`src/rtl/vpb_ctrl_seq_pkg.sv`:
```
// Shared definitions for the VPB board controller: GS4911/GS4915 control-word
// bit positions, sequencer state encodings and control-word pack helpers.
package vpb_ctrl_pkg;

    // GS4911 word: {VID_STD0..VID_STD5, GENLOCKn}; VID_STD sits bit-reversed above GENLOCKn
    localparam int G11_GENLOCKN  = 0;
    localparam int G11_STD0_BIT  = 6;

    // GS4915 word: {SKEW_EN,DOUBLE,FCTRL1,FCTRL0,AUTOBYPASS,BYPASS,IPSEL,RESETn}
    localparam int G15_RESETN     = 0;
    localparam int G15_IPSEL      = 1;
    localparam int G15_BYPASS     = 2;
    localparam int G15_AUTOBYPASS = 3;
    localparam int G15_FCTRL0     = 4;
    localparam int G15_FCTRL1     = 5;
    localparam int G15_DOUBLE     = 6;
    localparam int G15_SKEW_EN    = 7;

    typedef enum logic [1:0] {
        G_RST_HOLD  = 2'd0,
        G_LOCK_WAIT = 2'd1,
        G_DRV_REL   = 2'd2,
        G_RUN       = 2'd3
    } gstate_t;

    typedef enum logic [1:0] {
        C_IDLE     = 2'd0,
        C_MUTE_PRE = 2'd1,
        C_SWITCH   = 2'd2,
        C_SETTLE   = 2'd3
    } cstate_t;

    // GENLOCKn is tied high (free-run); VID_STD[0] lands in the MSB
    function automatic logic [6:0] gs4911_word(input logic [5:0] vid_std);
        logic [6:0] w;
        w = '0;
        w[G11_GENLOCKN] = 1'b1;
        for (int i = 0; i < 6; i++) w[G11_STD0_BIT - i] = vid_std[i];
        return w;
    endfunction

    // Passthrough sets DOUBLE and IPSEL together; skew/fctrl/bypass stay off
    function automatic logic [7:0] gs4915_word(input logic passthru, input logic resetn);
        logic [7:0] w;
        w = '0;
        w[G15_DOUBLE] = passthru;
        w[G15_IPSEL]  = passthru;
        w[G15_RESETN] = resetn;
        return w;
    endfunction

endpackage

```
`src/rtl/vpb_ctrl_seq_if.sv`:
```
// Board-side bundle of the VPB controller: config switches, lock input,
// per-channel requests and all device control outputs.
interface vpb_ctrl_seq_if #(
    parameter int NUM_CH = 2
);
    logic              cfg_frac_frate;
    logic              cfg_passthru;
    logic              tx_lock;
    logic [NUM_CH-1:0] ch_sd_req;
    logic [NUM_CH-1:0] ch_en_req;
    logic [NUM_CH-1:0] ch_bypass;

    logic [6:0]        TX_GS4911_CTRL;
    logic [6:0]        RX_GS4911_CTRL;
    logic [7:0]        TX_GS4915_CTRL;
    logic [7:0]        RX_GS4915_CTRL;
    logic              SDI_DRV_RSTI;
    logic [NUM_CH-1:0] SD_HD;
    logic [NUM_CH-1:0] DISABLE;
    logic [NUM_CH-1:0] MUTE;
    logic [NUM_CH-1:0] BYPASS;
    logic              ready;
    logic              lock_err;
    logic [NUM_CH-1:0] ch_busy;

    // controller side
    modport slave (
        input  cfg_frac_frate, cfg_passthru, tx_lock, ch_sd_req, ch_en_req, ch_bypass,
        output TX_GS4911_CTRL, RX_GS4911_CTRL, TX_GS4915_CTRL, RX_GS4915_CTRL,
               SDI_DRV_RSTI, SD_HD, DISABLE, MUTE, BYPASS, ready, lock_err, ch_busy
    );

    // board / stimulus side
    modport master (
        output cfg_frac_frate, cfg_passthru, tx_lock, ch_sd_req, ch_en_req, ch_bypass,
        input  TX_GS4911_CTRL, RX_GS4911_CTRL, TX_GS4915_CTRL, RX_GS4915_CTRL,
               SDI_DRV_RSTI, SD_HD, DISABLE, MUTE, BYPASS, ready, lock_err, ch_busy
    );
endinterface

```
`src/rtl/vpb_ch_seq.sv`:
```
// One SDI channel sequencer: mute, wait, switch rate/enable, settle, unmute.
// A forced pass after every run-up guarantees the channel only unmutes
// through a complete settle sequence.
module vpb_ch_seq
    import vpb_ctrl_pkg::*;
#(
    parameter int SETTLE_CYC = 256
) (
    input  logic lclk,
    input  logic rst_n,
    input  logic run,
    input  logic sd_req,
    input  logic en_req,
    output logic sd_hd,
    output logic en,
    output logic mute,
    output logic busy
);
    localparam int              CW          = $clog2(SETTLE_CYC) + 1;
    localparam logic [CW-1:0]   SETTLE_LOAD = CW'(SETTLE_CYC - 1);

    cstate_t       state;
    logic [CW-1:0] cnt;
    logic          resync;

    // channel FSM with registered outputs; losing run forces IDLE + mute
    always_ff @(posedge lclk or negedge rst_n) begin
        if (!rst_n) begin
            state  <= C_IDLE;
            cnt    <= '0;
            sd_hd  <= 1'b0;
            en     <= 1'b0;
            mute   <= 1'b1;
            busy   <= 1'b0;
            resync <= 1'b1;
        end else if (!run) begin
            state  <= C_IDLE;
            cnt    <= '0;
            mute   <= 1'b1;
            busy   <= 1'b0;
            resync <= 1'b1;
        end else begin
            case (state)
                C_IDLE: begin
                    if (resync || (sd_req != sd_hd) || (en_req != en)) begin
                        state  <= C_MUTE_PRE;
                        cnt    <= SETTLE_LOAD;
                        mute   <= 1'b1;
                        busy   <= 1'b1;
                        resync <= 1'b0;
                    end
                end
                C_MUTE_PRE: begin
                    if (cnt == '0) state <= C_SWITCH;
                    else           cnt   <= cnt - 1'b1;
                end
                C_SWITCH: begin
                    sd_hd <= sd_req;
                    en    <= en_req;
                    state <= C_SETTLE;
                    cnt   <= SETTLE_LOAD;
                end
                C_SETTLE: begin
                    if (cnt == '0) begin
                        state <= C_IDLE;
                        mute  <= ~en;
                        busy  <= 1'b0;
                    end else begin
                        cnt <= cnt - 1'b1;
                    end
                end
                default: state <= C_IDLE;
            endcase
        end
    end

endmodule

```
`src/rtl/vpb_ctrl_seq.sv`:
```
// VPB board controller top: input synchronisers, global power-up / lock
// sequencer, GS4911/GS4915 code decode and per-channel sequencers.
module vpb_ctrl_seq
    import vpb_ctrl_pkg::*;
#(
    parameter int         NUM_CH        = 2,
    parameter int         RST_HOLD_CYC  = 1024,
    parameter int         LOCK_WAIT_CYC = 65536,
    parameter int         SETTLE_CYC    = 256,
    parameter logic [5:0] VID_STD_INT   = 6'd21,
    parameter logic [5:0] VID_STD_FRAC  = 6'd22
) (
    input  logic           lclk,
    input  logic           rst_n,
    vpb_ctrl_seq_if.slave  bus
);
    localparam int            MAX_A     = (RST_HOLD_CYC > LOCK_WAIT_CYC) ? RST_HOLD_CYC : LOCK_WAIT_CYC;
    localparam int            MAX_CYC   = (MAX_A > SETTLE_CYC) ? MAX_A : SETTLE_CYC;
    localparam int            CW        = $clog2(MAX_CYC) + 1;
    localparam logic [CW-1:0] RST_LOAD  = CW'(RST_HOLD_CYC - 1);
    localparam logic [CW-1:0] LOCK_LOAD = CW'(LOCK_WAIT_CYC - 1);
    localparam logic [CW-1:0] SET_LOAD  = CW'(SETTLE_CYC - 1);

    logic frac_meta, frac_s, pass_meta, pass_s, lock_meta, lock_s;

    // 2-flop synchronisers; reset values match the frozen config so
    // release does not trigger a spurious re-sequence
    always_ff @(posedge lclk or negedge rst_n) begin
        if (!rst_n) begin
            frac_meta <= 1'b0;  frac_s <= 1'b0;
            pass_meta <= 1'b1;  pass_s <= 1'b1;
            lock_meta <= 1'b0;  lock_s <= 1'b0;
        end else begin
            frac_meta <= bus.cfg_frac_frate;  frac_s <= frac_meta;
            pass_meta <= bus.cfg_passthru;    pass_s <= pass_meta;
            lock_meta <= bus.tx_lock;         lock_s <= lock_meta;
        end
    end

    gstate_t       gstate;
    logic [CW-1:0] gcnt;
    logic          frac_q, pass_q, resetn_q, drv_q, ready_q, lock_err_q;
    logic [5:0]    vid_q;

    // config change restarts the whole sequence; lock loss drops out of RUN
    logic cfg_chg, lock_loss, run;
    assign cfg_chg   = (frac_s != frac_q) || (pass_s != pass_q);
    assign lock_loss = (gstate == G_RUN) && !lock_s;
    // channels are released only while RUN holds this cycle and next
    assign run       = ready_q && !cfg_chg && !lock_loss;

    // global sequencer with one shared down-counter and registered outputs
    always_ff @(posedge lclk or negedge rst_n) begin
        if (!rst_n) begin
            gstate     <= G_RST_HOLD;
            gcnt       <= RST_LOAD;
            frac_q     <= 1'b0;
            pass_q     <= 1'b1;
            vid_q      <= VID_STD_INT;
            resetn_q   <= 1'b0;
            drv_q      <= 1'b0;
            ready_q    <= 1'b0;
            lock_err_q <= 1'b0;
        end else if (cfg_chg) begin
            gstate   <= G_RST_HOLD;
            gcnt     <= RST_LOAD;
            frac_q   <= frac_s;
            pass_q   <= pass_s;
            vid_q    <= frac_s ? VID_STD_FRAC : VID_STD_INT;
            resetn_q <= 1'b0;
            drv_q    <= 1'b0;
            ready_q  <= 1'b0;
        end else begin
            case (gstate)
                G_RST_HOLD: begin
                    if (gcnt == '0) begin
                        gstate   <= G_LOCK_WAIT;
                        gcnt     <= LOCK_LOAD;
                        resetn_q <= 1'b1;
                    end else begin
                        gcnt <= gcnt - 1'b1;
                    end
                end
                G_LOCK_WAIT: begin
                    if (lock_s || gcnt == '0) begin
                        if (!lock_s) lock_err_q <= 1'b1;
                        gstate <= G_DRV_REL;
                        gcnt   <= SET_LOAD;
                        drv_q  <= 1'b1;
                    end else begin
                        gcnt <= gcnt - 1'b1;
                    end
                end
                G_DRV_REL: begin
                    if (gcnt == '0) begin
                        gstate  <= G_RUN;
                        ready_q <= 1'b1;
                    end else begin
                        gcnt <= gcnt - 1'b1;
                    end
                end
                G_RUN: begin
                    if (!lock_s) begin
                        lock_err_q <= 1'b1;
                        gstate     <= G_LOCK_WAIT;
                        gcnt       <= LOCK_LOAD;
                        drv_q      <= 1'b0;
                        ready_q    <= 1'b0;
                    end
                end
                default: gstate <= G_RST_HOLD;
            endcase
        end
    end

    logic [NUM_CH-1:0] bypass_q;

    // equaliser bypass is a plain registered pass-through
    always_ff @(posedge lclk or negedge rst_n) begin
        if (!rst_n) bypass_q <= '0;
        else        bypass_q <= bus.ch_bypass;
    end

    logic [NUM_CH-1:0] sd_hd_v, en_v, mute_v, busy_v;

    for (genvar i = 0; i < NUM_CH; i++) begin : g_ch
        vpb_ch_seq #(.SETTLE_CYC(SETTLE_CYC)) u_ch (
            .lclk   (lclk),
            .rst_n  (rst_n),
            .run    (run),
            .sd_req (bus.ch_sd_req[i]),
            .en_req (bus.ch_en_req[i]),
            .sd_hd  (sd_hd_v[i]),
            .en     (en_v[i]),
            .mute   (mute_v[i]),
            .busy   (busy_v[i])
        );
    end

    // control words are pure bit placement of registered state
    assign bus.TX_GS4911_CTRL = gs4911_word(vid_q);
    assign bus.RX_GS4911_CTRL = gs4911_word(VID_STD_INT);
    assign bus.TX_GS4915_CTRL = gs4915_word(pass_q, resetn_q);
    assign bus.RX_GS4915_CTRL = gs4915_word(1'b0, resetn_q);
    assign bus.SDI_DRV_RSTI   = drv_q;
    assign bus.SD_HD          = sd_hd_v;
    assign bus.DISABLE        = en_v;
    assign bus.MUTE           = mute_v;
    assign bus.BYPASS         = bypass_q;
    assign bus.ready          = ready_q;
    assign bus.lock_err       = lock_err_q;
    assign bus.ch_busy        = busy_v;

endmodule

```
`src/flat_wrapper.sv`:
```
// flat-port wrapper written by rule: the top's interface ports become plain ports
module vpb_ctrl_seq_flat import vpb_ctrl_pkg::*;
#(
    parameter int         NUM_CH        = 2,
    parameter int         RST_HOLD_CYC  = 1024,
    parameter int         LOCK_WAIT_CYC = 65536,
    parameter int         SETTLE_CYC    = 256,
    parameter logic [5:0] VID_STD_INT   = 6'd21,
    parameter logic [5:0] VID_STD_FRAC  = 6'd22
)
  (lclk, rst_n, bus_cfg_frac_frate, bus_cfg_passthru, bus_tx_lock, bus_ch_sd_req, bus_ch_en_req, bus_ch_bypass, bus_TX_GS4911_CTRL, bus_RX_GS4911_CTRL, bus_TX_GS4915_CTRL, bus_RX_GS4915_CTRL, bus_SDI_DRV_RSTI, bus_SD_HD, bus_DISABLE, bus_MUTE, bus_BYPASS, bus_ready, bus_lock_err, bus_ch_busy);
  vpb_ctrl_seq_if #(.NUM_CH(NUM_CH)) bus_i ();
  input  logic lclk;
  input  logic rst_n;
  input wire logic [$bits(bus_i.cfg_frac_frate)-1:0] bus_cfg_frac_frate;
  input wire logic [$bits(bus_i.cfg_passthru)-1:0] bus_cfg_passthru;
  input wire logic [$bits(bus_i.tx_lock)-1:0] bus_tx_lock;
  input wire logic [$bits(bus_i.ch_sd_req)-1:0] bus_ch_sd_req;
  input wire logic [$bits(bus_i.ch_en_req)-1:0] bus_ch_en_req;
  input wire logic [$bits(bus_i.ch_bypass)-1:0] bus_ch_bypass;
  output wire logic [$bits(bus_i.TX_GS4911_CTRL)-1:0] bus_TX_GS4911_CTRL;
  output wire logic [$bits(bus_i.RX_GS4911_CTRL)-1:0] bus_RX_GS4911_CTRL;
  output wire logic [$bits(bus_i.TX_GS4915_CTRL)-1:0] bus_TX_GS4915_CTRL;
  output wire logic [$bits(bus_i.RX_GS4915_CTRL)-1:0] bus_RX_GS4915_CTRL;
  output wire logic [$bits(bus_i.SDI_DRV_RSTI)-1:0] bus_SDI_DRV_RSTI;
  output wire logic [$bits(bus_i.SD_HD)-1:0] bus_SD_HD;
  output wire logic [$bits(bus_i.DISABLE)-1:0] bus_DISABLE;
  output wire logic [$bits(bus_i.MUTE)-1:0] bus_MUTE;
  output wire logic [$bits(bus_i.BYPASS)-1:0] bus_BYPASS;
  output wire logic [$bits(bus_i.ready)-1:0] bus_ready;
  output wire logic [$bits(bus_i.lock_err)-1:0] bus_lock_err;
  output wire logic [$bits(bus_i.ch_busy)-1:0] bus_ch_busy;
  assign bus_i.cfg_frac_frate = bus_cfg_frac_frate;
  assign bus_i.cfg_passthru = bus_cfg_passthru;
  assign bus_i.tx_lock = bus_tx_lock;
  assign bus_i.ch_sd_req = bus_ch_sd_req;
  assign bus_i.ch_en_req = bus_ch_en_req;
  assign bus_i.ch_bypass = bus_ch_bypass;
  assign bus_TX_GS4911_CTRL = bus_i.TX_GS4911_CTRL;
  assign bus_RX_GS4911_CTRL = bus_i.RX_GS4911_CTRL;
  assign bus_TX_GS4915_CTRL = bus_i.TX_GS4915_CTRL;
  assign bus_RX_GS4915_CTRL = bus_i.RX_GS4915_CTRL;
  assign bus_SDI_DRV_RSTI = bus_i.SDI_DRV_RSTI;
  assign bus_SD_HD = bus_i.SD_HD;
  assign bus_DISABLE = bus_i.DISABLE;
  assign bus_MUTE = bus_i.MUTE;
  assign bus_BYPASS = bus_i.BYPASS;
  assign bus_ready = bus_i.ready;
  assign bus_lock_err = bus_i.lock_err;
  assign bus_ch_busy = bus_i.ch_busy;
  vpb_ctrl_seq #(.NUM_CH(NUM_CH), .RST_HOLD_CYC(RST_HOLD_CYC), .LOCK_WAIT_CYC(LOCK_WAIT_CYC), .SETTLE_CYC(SETTLE_CYC), .VID_STD_INT(VID_STD_INT), .VID_STD_FRAC(VID_STD_FRAC)) u_core (.lclk(lclk), .rst_n(rst_n), .bus(bus_i));
endmodule
```
`config.mk`:
```
export PLATFORM = sky130hd
export DESIGN_NAME = vpb_ctrl_seq_flat
export DESIGN_NICKNAME = d
export VERILOG_FILES = /design/src/rtl/vpb_ctrl_seq_pkg.sv /design/src/rtl/vpb_ctrl_seq_if.sv /design/src/rtl/vpb_ch_seq.sv /design/src/rtl/vpb_ctrl_seq.sv /design/src/flat_wrapper.sv
export SDC_FILE = /design/constraint.sdc
export NUM_CORES = 1
export LEC_CHECK = 0
export CELL_PAD_IN_SITES_DETAIL_PLACEMENT = 1
export CELL_PAD_IN_SITES_GLOBAL_PLACEMENT = 2
export CORE_ASPECT_RATIO = 1.2
export CORE_MARGIN = 8
export CORE_UTILIZATION = 35
export DETAILED_ROUTE_END_ITERATION = 7
export GPL_ROUTABILITY_DRIVEN = 0
export HOLD_SLACK_MARGIN = 0.15
export MAX_ROUTING_LAYER = met4
export PLACE_DENSITY = 0.9
export SETUP_SLACK_MARGIN = 0.2
export SYNTH_ARGS = -nofsm -noshare
export SYNTH_HDL_FRONTEND = slang
export SYNTH_SLANG_ARGS = --single-unit
export TNS_END_PERCENT = 50
```
`constraint.sdc`:
```
create_clock -name lclk -period 2.7 [get_ports lclk]
set_input_delay 0.27 -clock lclk [delete_from_list [all_inputs] [get_ports lclk]]
set_output_delay 0.27 -clock lclk [all_outputs]
set_load 0.01 [all_outputs]
```
==> run_1/metal_stack.png <==
Only two layers are drawn.
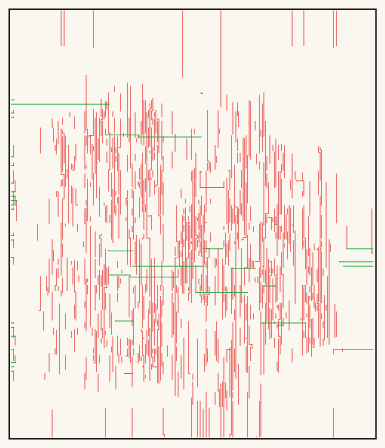
legend:
  green:
    layer: met3
    wire_length: 234 µm
  red:
    layer: met2
    wire_length: 5320 µm
all-layer global routing usage: 14.6%
drt wl/cell: 16.9 µm
via count: 3209
total wire length: 10200 µm

==> run_1/met4.png <==
Supply wires on this layer in gray.
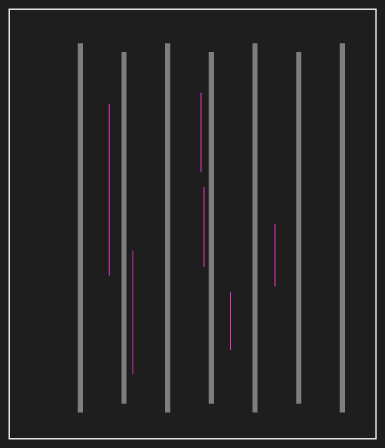
share of all routed wire: 1.7%
nets with wire on the layer: 3

==> run_results.csv, run 1 <==
group,metric,value,unit
floorplanning,rows,42,
cells_and_area,comb_area,2000,µm²
worst_setup_path,reg2reg_depth,7,
cells_and_area,nFlopsAndLatches,66,
cells_and_area,nClkBuffers,10,
cells_and_area,inv_count,18,
synth,mux_share,2.63,%
global_routing,grt_pass1_wl,17300,µm
power_and_ir_drop,comb_power_share,5.9,%
synth,most_common_cell,"dfrtp_1",
worst_setup_path,max_stage_delay,0.55,ns
power_and_ir_drop,switching_share,21.9,%
worst_hold_path,hp-class,"in2reg",
floorplanning,nWellTaps,154,
worst_setup_path,cp-startpoint,"u_core.gcnt[0]$_DFFE_PN1P_",
place,dp.cells,585,
global_routing,antenna_found_initial,0,
synth,simple_gate_share,17.7,%
synth,synthAoiAreaFrac,20.7,%
clocking,cts_root_buf,"clkbuf_16",
worst_setup_path,slowest_stage,"dfstp_2",
floorplanning,ios,54,
cells_and_area,largest_register_ffs,18,
power_and_ir_drop,powerComb,0.150,mW
synth,ys_top_logic_family,"AND-OR/OR-AND gates",
power_and_ir_drop,ir_drop,291,µV
outcome,outcome,"complete, no violations",
drt,dr.pass1.iters,4,
cells_and_area,layoutNonFillerInstCount,607,
worst_hold_path,min_from,"bus_cfg_passthru",
drt,antenna_left,0,
sta,final_hold_viol_count,0,
global_routing,grt_max_degree,47,
synth,synth.cell_area,3990,µm²
clocking,path_clk_slew,0.06,ns
cells_and_area,comb_area_share,42.0,%
worst_setup_path,crit_arrival,2.66,ns
synth,yosys_most_used_dff,"dfrtp_1",
power_and_ir_drop,switchingPower,0.559,mW
power_and_ir_drop,p_per_area,536,nW/µm²
sta,fin_setup_tns,0,ns
power_and_ir_drop,clock_power_share,54.1,%
floorplanning,die_h,133,µm
worst_hold_path,hold_path_depth,1,
worst_setup_path,start_kind,"flip-flop",
worst_setup_path,worstReg2RegStart,"u_core.gcnt[0]$_DFFE_PN1P_",
global_routing,grt-ovfl-total,0,
synth,edf_count,0,
synth,ys.flops,66,
synth,syn_area_per_cell,9.57,µm²
clocking,clock-sinks,66,
synth,synthCells,417,
power_and_ir_drop,leakage,2.07,nW
cells_and_area,syn_to_final_growth,19.5,%
synth,yosys.cell_types.count,62,
synth,synthArstFlopShare,100,%
cells_and_area,mostFrequentLayoutCell,"dfrtp_1",
cells_and_area,drive_gt1_share,19.0,%
sta,period_needed,2.38,ns
worst_setup_path,crit_family,"simple AND/OR/NAND/NOR gates",
drt,met1Wirelength,4500,µm
place,port_buffers,29,
worst_setup_path,timing.rr.end,"u_core.gcnt[8]$_DFFE_PN1P_",
synth,top_cell_area_share,30.1,%
clocking,htreeDepth,3,
synth,ys_sh_adder,5.02,%
==> run_1/final_clocks.png <==
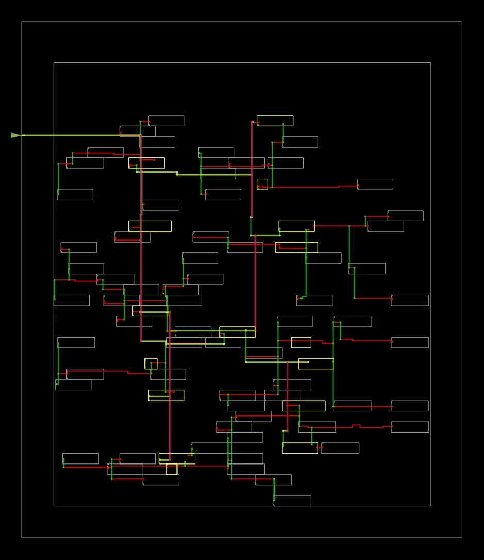
Worst Skew: 0.00767 ns
P_clk: 1.38 mW
Num CTS Buffers: 9

==> run 1: timing repair <==
action,CTS,global route
setup buffers,0,5
hold buffers,1,0
gates resized,0,5
endpoints found under the hold margin,13,0
setup endpoints to repair,0,19
==> run 1: metal layers <==
layer | vias up | track usage (%)
li1 | 1527 | -
met1 | 1617 | 17.0
met2 | 50 | 24.2
met3 | 15 | 2.69
met4 | 0 | 6.16
met5 | - | -
==> run 1: per-stage QoR <==
stage	worst slack [ns]	hold slack (ns)	area, µm²	power (mW)	utilization (%)
4_1_cts	0.248	0.341	4710	2.60	42.5
5_1_grt	0.218	0.356	4770	2.65	43.0
3_3_place_gp	0.333	0.257	4350	1.18	39.2
3_5_place_dp	0.258	0.269	4350	1.19	39.2
6_report	0.318	0.347	4770	2.56	43.0
2_1_floorplan	0.398	-0.0256	4070	1.14	-
==> run 2: changes to the inputs <==
- SLEW_MARGIN: default -> 20
==> run_2/zoom.png <==
The bar under the picture is 10 µm long. Region (42, 51) to (72, 81) µm. Cells in gray, sequential cells in the stronger gray; small squares are vias.
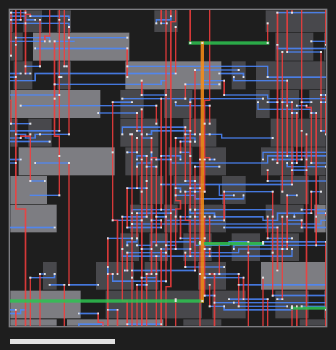
legend:
  blue:
    layer: met1
  orange:
    layer: met4
  red:
    layer: met2
  green:
    layer: met3
cells with their middle in the window: 49
sequential cells in the window: 6
most frequent: dfrtp_1 (6), o21ai_0 (4)
netlist names of flops here include: `u_core.gcnt` (4), `u_core.g_ch.u_ch.cnt` (2)

==> run_2/met4.png <==
Supply wires on this layer in gray.
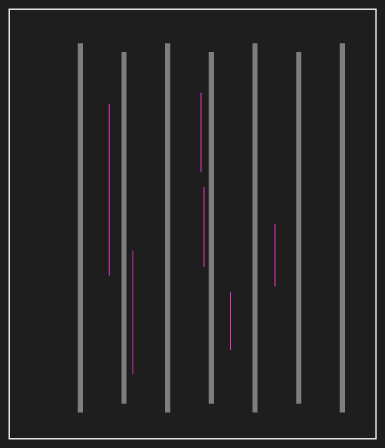
longest straight run: 53.0 µm
nets with wire on the layer: 3
share of all routed wire: 1.7%
main direction: vertical

==> run 2 against run 1 <==
  * Power did not move
  * Die area did not move
  * Routed wire length did not move
  * Register-to-register slack barely moved
  * Final cell count did not move
  * Via count did not move
  * Largest cell class unchanged
==> run_results.csv, run 2 <==
group,metric,value,unit
outcome,outcome,"complete, no violations",
synth,synth.cell_area,3990,µm²
place,pre_cts_ws,0.258,ns
global_routing,grt_max_degree,47,
synth,mux_share,2.63,%
drt,antenna_left,0,
cells_and_area,comb_area_share,42.0,%
synth,yosys_most_used_dff,"dfrtp_1",
clocking,cts_root_buf,"clkbuf_16",
global_routing,use_met3,2.69,%
synth,ys_top_logic_family,"AND-OR/OR-AND gates",
global_routing,grt-ovfl-total,0,
cells_and_area,inv_count,18,
sta,period_needed,2.38,ns
cells_and_area,comb_area,2000,µm²
drt,drt-total-wl,10200,µm
cells_and_area,layoutNonFillerInstCount,607,
synth,synthAoiAreaFrac,20.7,%
drt,wl_per_cell,16.9,µm
floorplanning,die_h,133,µm
power_and_ir_drop,ir_drop,291,µV
cells_and_area,finalInstanceArea,4770,µm²
place,dpl-instance-area,4350,µm²
sta,fin_setup_tns,0,ns
synth,most_common_cell,"dfrtp_1",
clocking,cts_buffers,9,
sta,setup_ws,0.318,ns
sta,final_hold_viol_count,0,
synth,ys_sh_adder,5.02,%
worst_hold_path,hold_path_depth,1,
worst_setup_path,start_kind,"flip-flop",
synth,ys.flops,66,
floorplanning,ios,54,
place,dp.cells,585,
worst_setup_path,cp-startpoint,"u_core.gcnt[0]$_DFFE_PN1P_",
cells_and_area,syn_to_final_growth,19.5,%
cells_and_area,largest_register_ffs,18,
synth,edf_count,0,
floorplanning,rows,42,
synth,synthCells,417,
worst_setup_path,worstReg2RegStart,"u_core.gcnt[0]$_DFFE_PN1P_",
cells_and_area,drive_gt1_share,19.0,%
power_and_ir_drop,leakage,2.07,nW
clocking,path_clk_slew,0.06,ns
global_routing,grt_busiest_layer,"met2",
global_routing,grtUsageTotal,14.6,%
clocking,htreeDepth,3,
worst_hold_path,hp-class,"in2reg",
cells_and_area,mostFrequentLayoutCell,"dfrtp_1",
synth,simple_gate_share,17.7,%
power_and_ir_drop,p_total,2.56,mW
global_routing,grt_pass1_wl,17300,µm
place,port_buffers,29,
drt,dr.pass1.iters,4,
worst_setup_path,reg2reg_depth,7,
drt,met1Wirelength,4500,µm
cells_and_area,postLayoutCoreUtil,43.0,%
drt,drc_errors,0,
synth,common_cells,"dfrtp_1 (48), buf_4 (37), nor2_1 (35)",
synth,synthArstFlopShare,100,%
power_and_ir_drop,p_per_area,536,nW/µm²
global_routing,antenna_found_initial,0,
synth,syn_area_per_cell,9.57,µm²
==> run_2/final_clocks.png <==
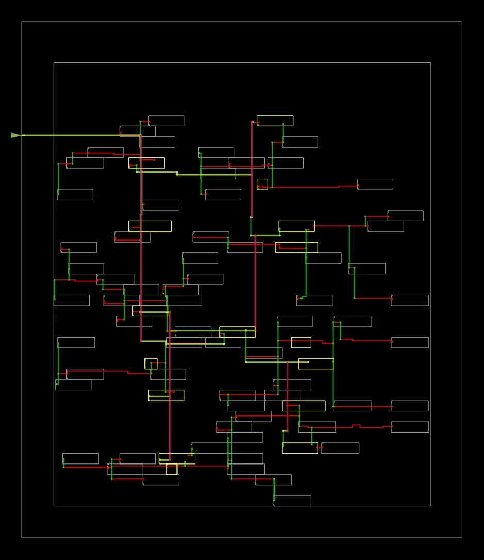
registers: 66
CTS Sinks: 66
Worst-Skew Late Latency: 0.34 ns
clock buffers: 10

-- run 2: critical path, stage by stage, from the launching register on --
cell	delay [ns]
dfstp_2	0.55
inv_1	0.08
ha_1	0.20
nor4b_1	0.15
and4_2	0.27
a211o_4	0.40
or4b_1	0.52
o211a_1	0.14
-- run 2: cells by family after synthesis --
kind of cell | after synthesis
other cells | 2
flops | 66
mux | 10
compound gates | 118
simple gates | 126
xor+xnor | 6
fa+ha+maj | 16
buf+inv | 73
-- run 2: what timing repair did --
item	4_1_cts	5_1_grt
endpoints found under the setup margin	0	19
endpoints found under the hold margin	13	0
setup buffers	0	5
resized	0	5
hold buffers	1	0
-- run 2: power breakdown --
part	switching [mW]	total, mW	internal (mW)
registers	0.0130	1.02	1.01
clock network	0.455	1.38	0.928
logic	0.0909	0.150	0.0591
total	0.559	2.56	2.00
No activity file was given, so power comes from the tool's default toggle rates.
